--- src/rtl/dwt_engine_arbiter.sv ---
// Round-robin scheduler sharing one fp32 wavelet engine between NREQ level requesters.
// Define DWT_ARB_ERRCHK_EN to build the sticky err_unexp / err_miss result checks.
module dwt_engine_arbiter #(
  parameter int NREQ      = 3,
  parameter int ENG_LAT   = 14,
  parameter int ISSUE_GAP = 4
) (
  input  logic                clk_312_5,
  input  logic                rstn,
  input  logic [NREQ-1:0]     req_valid,
  input  logic [NREQ*256-1:0] req_data,
  output logic [NREQ-1:0]     req_ready,
  output logic                eng_valid,
  output logic [255:0]        eng_data,
  input  logic                eng_res_valid,
  input  logic [127:0]        eng_res_data,
  output logic [NREQ-1:0]     rsp_valid,
  output logic [127:0]        rsp_data,
  input  logic                flush,
  output logic                flush_done,
  output logic                busy,
  output logic                err_unexp,
  output logic                err_miss
);
  localparam int CW = $clog2(ENG_LAT / ISSUE_GAP + 2);
  localparam int GW = $clog2(ISSUE_GAP + 1);
  // GRANT->GAP and GAP->GRANT each take one edge, so GAP dwells ISSUE_GAP-2 extra cycles
  localparam logic [GW-1:0] GAP_LOAD = (ISSUE_GAP > 1) ? GW'(ISSUE_GAP - 2) : '0;

  typedef enum logic [2:0] {S_IDLE, S_GRANT, S_GAP, S_DRAIN, S_FLUSHED} state_t;

  state_t               state_q, state_d;
  logic [1:0]           last_q, gnt_q, gnt_d, win_idx, eng_tag, exp_tag;
  logic [2:0]           cand;
  logic [3:0]           vld_pad;
  logic                 win_any, hs, exp_vld, res_hit;
  logic [NREQ-1:0]      ready_d;
  logic [GW-1:0]        gap_q, gap_d;
  logic [CW-1:0]        inflight;
  logic [255:0]         iss_data;
  logic [ENG_LAT-1:0]   vld_pipe;
  logic [ENG_LAT-1:0][1:0] tag_pipe;

  assign vld_pad = 4'(req_valid);

  // search last+1, last+2, ... modulo NREQ
  always_comb begin
    win_idx = last_q;
    win_any = 1'b0;
    cand    = '0;
    for (int k = 1; k <= NREQ; k++) begin
      cand = {1'b0, last_q} + 3'(k);
      if (cand >= 3'(NREQ)) cand = cand - 3'(NREQ);
      if (!win_any && vld_pad[cand[1:0]]) begin
        win_any = 1'b1;
        win_idx = cand[1:0];
      end
    end
  end

  assign hs = (state_q == S_GRANT) && vld_pad[gnt_q];

  always_comb begin
    iss_data = '0;
    for (int r = 0; r < NREQ; r++)
      if (gnt_q == 2'(r)) iss_data = req_data[256*r +: 256];
  end

  always_comb begin
    state_d = state_q;
    gnt_d   = gnt_q;
    gap_d   = gap_q;
    ready_d = '0;
    case (state_q)
      S_IDLE: begin
        if (flush) state_d = S_DRAIN;
        else if (win_any) begin
          state_d = S_GRANT;
          gnt_d   = win_idx;
          ready_d = NREQ'(4'b0001 << win_idx);
        end
      end
      S_GRANT: begin
        if (hs) gap_d = GAP_LOAD;
        if (flush)   state_d = S_DRAIN;
        else if (hs) state_d = S_GAP;
        else         state_d = S_IDLE;
      end
      S_GAP: begin
        if (flush) state_d = S_DRAIN;
        else if (gap_q != '0) gap_d = gap_q - GW'(1);
        else if (win_any) begin
          state_d = S_GRANT;
          gnt_d   = win_idx;
          ready_d = NREQ'(4'b0001 << win_idx);
        end else state_d = S_IDLE;
      end
      S_DRAIN:   if (inflight == '0) state_d = S_FLUSHED;
      S_FLUSHED: if (!flush) state_d = S_IDLE;
      default:   state_d = S_IDLE;
    endcase
  end

  always_ff @(posedge clk_312_5 or negedge rstn) begin
    if (!rstn) begin
      state_q   <= S_IDLE;
      req_ready <= '0;
      gnt_q     <= '0;
      gap_q     <= '0;
      last_q    <= 2'(NREQ - 1);
      eng_valid <= 1'b0;
      eng_data  <= '0;
      eng_tag   <= '0;
    end else begin
      state_q   <= state_d;
      req_ready <= ready_d;
      gnt_q     <= gnt_d;
      gap_q     <= gap_d;
      eng_valid <= hs;
      if (hs) begin
        last_q   <= gnt_q;
        eng_data <= iss_data;
        eng_tag  <= gnt_q;
      end
    end
  end

  // tag line is fed from the issue strobe so its tail lines up with eng_valid+ENG_LAT
  always_ff @(posedge clk_312_5 or negedge rstn) begin
    if (!rstn) begin
      vld_pipe <= '0;
      tag_pipe <= '0;
    end else begin
      vld_pipe <= {vld_pipe[ENG_LAT-2:0], eng_valid};
      tag_pipe <= {tag_pipe[ENG_LAT-2:0], eng_tag};
    end
  end

  assign exp_vld = vld_pipe[ENG_LAT-1];
  assign exp_tag = tag_pipe[ENG_LAT-1];
  assign res_hit = exp_vld && eng_res_valid;

  always_ff @(posedge clk_312_5 or negedge rstn) begin
    if (!rstn) inflight <= '0;
    else begin
      case ({hs, exp_vld})
        2'b10:   inflight <= inflight + CW'(1);
        2'b01:   inflight <= inflight - CW'(1);
        default: inflight <= inflight;
      endcase
    end
  end

  always_ff @(posedge clk_312_5 or negedge rstn) begin
    if (!rstn) begin
      rsp_valid <= '0;
      rsp_data  <= '0;
    end else begin
      rsp_valid <= res_hit ? NREQ'(4'b0001 << exp_tag) : '0;
      if (res_hit) rsp_data <= eng_res_data;
    end
  end

  assign busy       = (inflight != '0);
  assign flush_done = (state_q == S_FLUSHED);

`ifdef DWT_ARB_ERRCHK_EN
  logic err_unexp_q, err_miss_q;
  always_ff @(posedge clk_312_5 or negedge rstn) begin
    if (!rstn) begin
      err_unexp_q <= 1'b0;
      err_miss_q  <= 1'b0;
    end else begin
      if (eng_res_valid && !exp_vld) err_unexp_q <= 1'b1;
      if (exp_vld && !eng_res_valid) err_miss_q  <= 1'b1;
    end
  end
  assign err_unexp = err_unexp_q;
  assign err_miss  = err_miss_q;
`else
  assign err_unexp = 1'b0;
  assign err_miss  = 1'b0;
`endif

endmodule

--- config.mk ---
export PLATFORM = sky130hd
export DESIGN_NAME = dwt_engine_arbiter
export DESIGN_NICKNAME = d
export VERILOG_FILES = /design/src/rtl/dwt_engine_arbiter.sv
export SDC_FILE = /design/constraint.sdc
export NUM_CORES = 1
export LEC_CHECK = 0
export CORE_AREA = 4 4 499 501
export CTS_BUF_LIST = sky130_fd_sc_hd__clkbuf_4 sky130_fd_sc_hd__clkbuf_8 sky130_fd_sc_hd__clkbuf_16
export CTS_CLUSTER_SIZE = 40
export DETAILED_ROUTE_END_ITERATION = 7
export DIE_AREA = 0 0 503 505
export GPL_ROUTABILITY_DRIVEN = 0
export PLACE_DENSITY = 0.37
export SLEW_MARGIN = 40
export SYNTH_ARGS = -nofsm -noshare
export SYNTH_HDL_FRONTEND = slang
export SYNTH_SLANG_ARGS = --single-unit
--- constraint.sdc ---
create_clock -name clk_312_5 -period 3.05 [get_ports clk_312_5]
set_input_delay 0.7625 -clock clk_312_5 [delete_from_list [all_inputs] [get_ports clk_312_5]]
set_output_delay 0.7625 -clock clk_312_5 [all_outputs]
set_load 0.01 [all_outputs]
==> impl_metrics.ini <==
; implementation run metrics
[clocking]
cts_buffers = 68
clk_latency_ns = 0.68
clkTransAtPathRegs_ns = 0.05
cts-htree-levels = 3
ctsRootBufferMaster = clkbuf_16
tritoncts = built
cts_setup_buffers = 0
cts_sinks = 447
cts_buffer_depth = 3

[yosys]
yosysCellCount = 2114
ys_types = 50
synth_area_um2 = 21100
ys_ff = 447
top_cells_by_area = dfrtp_1 53%, mux2i_1 12%, mux2_2 6.9%
top_area_cell = dfrtp_1
top_cell_area_share = 0.528
netlist_top_cells_count = 446 x dfrtp_1, 265 x nand2_1, 264 x nor2_1
ys_async_sr_fraction = 1.00
yosysWarnings = 0
yosysSeqAreaShare = 0.530
synth_cells = 2114
syn_avg_cell_area_um2 = 9.99
synth_top_cell_by_count = dfrtp_1
synth-main-ff-cell = dfrtp_1
enable_flop_cells = 0
ys_chip_area_um2 = 21100

[pwr]
leakage_nw = 16.7
clock_power_share = 0.231
comb_power_share = 0.496
powerDensity_nw_per_um2 = 913
ir_drop_mv = 0.463
finalPower_mw = 37.0
internal_power_mw = 22.2
p_switching_mw = 14.8
seq_power_share = 0.274
p_sw_frac = 0.400

[worst_setup_path]
r2r_cells = 7
startpoint = inflight[0]$_DFFE_PN0P_
r2r_end = req_ready[0]$_DFF_PN0_
cp_data_arrival_time_ns = 1.95
worstPathRequired_ns = 2.29
end_kind = output pin
timing_worst_setup_path_type = register to output pin
r2r_slack_ns = 0.61
critPathLaunchType = register
path_max_fanout = 3
r2r_start = last_q[0]$_DFFE_PN0P_
crit_path_end = busy

[layout]
mostFrequentLayoutCell = clkdlybuf4s50_1
post-route-util = 0.166
final_cell_mix = 1,292 x clkdlybuf4s50_1, 444 x dfrtp_1, 264 x nor2_1, 264 x nand2_1, 259 x a21oi_1
fin_area_um2 = 40500
syn_to_final_growth_pct = 91.9
fin_nets = 4284
drive_gt1_frac = 0.0929

[global_routing]
overflow = 0
grtUsageTotal = 0.163
grt_pass1_vias = 22724
grt_first_pass_wirelength_um = 265000
antenna_found_initial = 321
grt_max_degree = 134

[floorplan]
die_y_um = 505
die-area_um2 = 254000
fp-utilization = 0.0863
row_count = 182
core_area_um2 = 245000
io_pins = 1298
fp.dieW_um = 503

[min_path]
min_from = tag_pipe[14]$_DFF_PN0_
holdCritPathClass = register to register
hold_end = tag_pipe[16]$_DFF_PN0_
holdPathStages = 0

[timing]
final_hold_viol_count = 0
period_used_share = 0.890
tns_ns = 0
hold_ws_ns = 0.332
setup_viol = 0
setup_ws_ns = 0.336
rsz0062_at_grt = no
post-route-min-period_ns = 2.71
finClkSkew_ns = 0.0274
relSlewSlack = 0.382
slew_viol_final = 0
fmaxAchievable_mhz = 368
worst_pin_slew_ns = 0.928

[job]
drv_cap = 0
warning_count = 38

[routing]
wirelength_um = 215000
drtIter0Drc = 1593
wl_per_cell_um = 32.1
antenna_left = 0
first_pass_iters = 5
via_count = 22721
drc = 0
viasPerCell = 3.39

[place]
dp_cells = 6523
io_buffers = 1295
dpl.hpwl_um = 185000
dpl_worst_slack_ns = 0.122
place_area_um2 = 38100

[run_status]
run_status = finished, final reports clean
## repair_timing
action | CTS | global route
hold endpoints to repair | 13 | 0
hold buffers | 1 | 0
endpoints found under the setup margin | 1 | 1
gates resized | 1 | 1
## state kept, by name, summed over array words and instances, names as in the netlist, 3 cells and up
name	count
eng_data	256
rsp_data	128
tag_pipe	26
vld_pipe	14
gap_q	3
inflight	3
req_ready	3
rsp_valid	3
state_q	3
## layout make-up
type | instances | area [um^2] | share of cell area
Clock buffer | 104 | 2110 | 0.0520
Clock inverter | 16 | 241 | 0.00596
Timing Repair Buffer | 1351 | 13700 | 0.337
Sequential cell | 447 | 11200 | 0.276
Tap cell | 3220 | 4030 | 0.0994
Multi-Input combinational cell | 1495 | 9130 | 0.225
Inverter | 11 | 41.3 | 0.00102
Antenna cell | 49 | 123 | 0.00302
## power groups by stage
stage	Clock, mW	Sequential (mW)	Combinational [mW]
floorplan	0	10.9	6.99
finish	8.54	10.1	18.4
global placement	0	10.2	18.9
CTS	8.95	10.2	19.0
detailed placement	0	10.2	18.9
global route	9.09	10.5	19.6
## critical path, cell delays in order, from the launching register on
cell	delay (ns)
dfrtp_1	0.40
or3_1	0.49
dlygate4sd2_1	0.40
## layer usage
layer  wire, um  track usage
met5       1660            0
met4       6960       0.0367
met1      76000        0.168
met3      33600        0.118
met2      96400        0.264
## cells by family after synthesis
group                      after synthesis  share of synthesized area
AOI/OAI and AO/OA                      546                      0.134
xor gates and xnor gates                 4                    0.00166
adders and majority gates                7                    0.00450
buffers and inverters                  173                     0.0394
DFF                                    447                      0.530
muxes                                  386                      0.191
other                                    1                   0.000178
and+or+nand+nor                        550                      0.100
==> images/placed.png <==
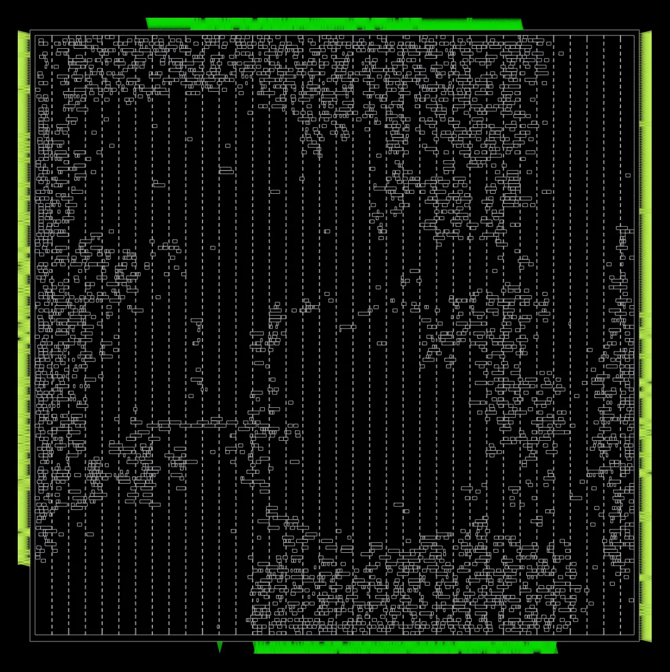
Final Instance Count excl. Fillers: 6,693
filler instances: 27.3k
flop share of the area: 0.276

==> images/ff_map.png <==
Other sequential cells in the stronger grey, the rest of the logic in the fainter grey.
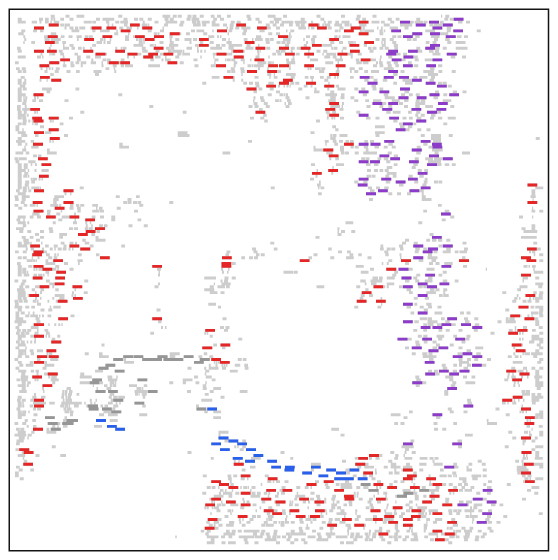
colour	netlist name	sequential cells	where
blue	tag_pipe	26	bottom centre
purple	rsp_data	128	a column on the right
red	eng_data	256	widely spread
not coloured	37

Power is estimated from default activity; no workload was simulated.
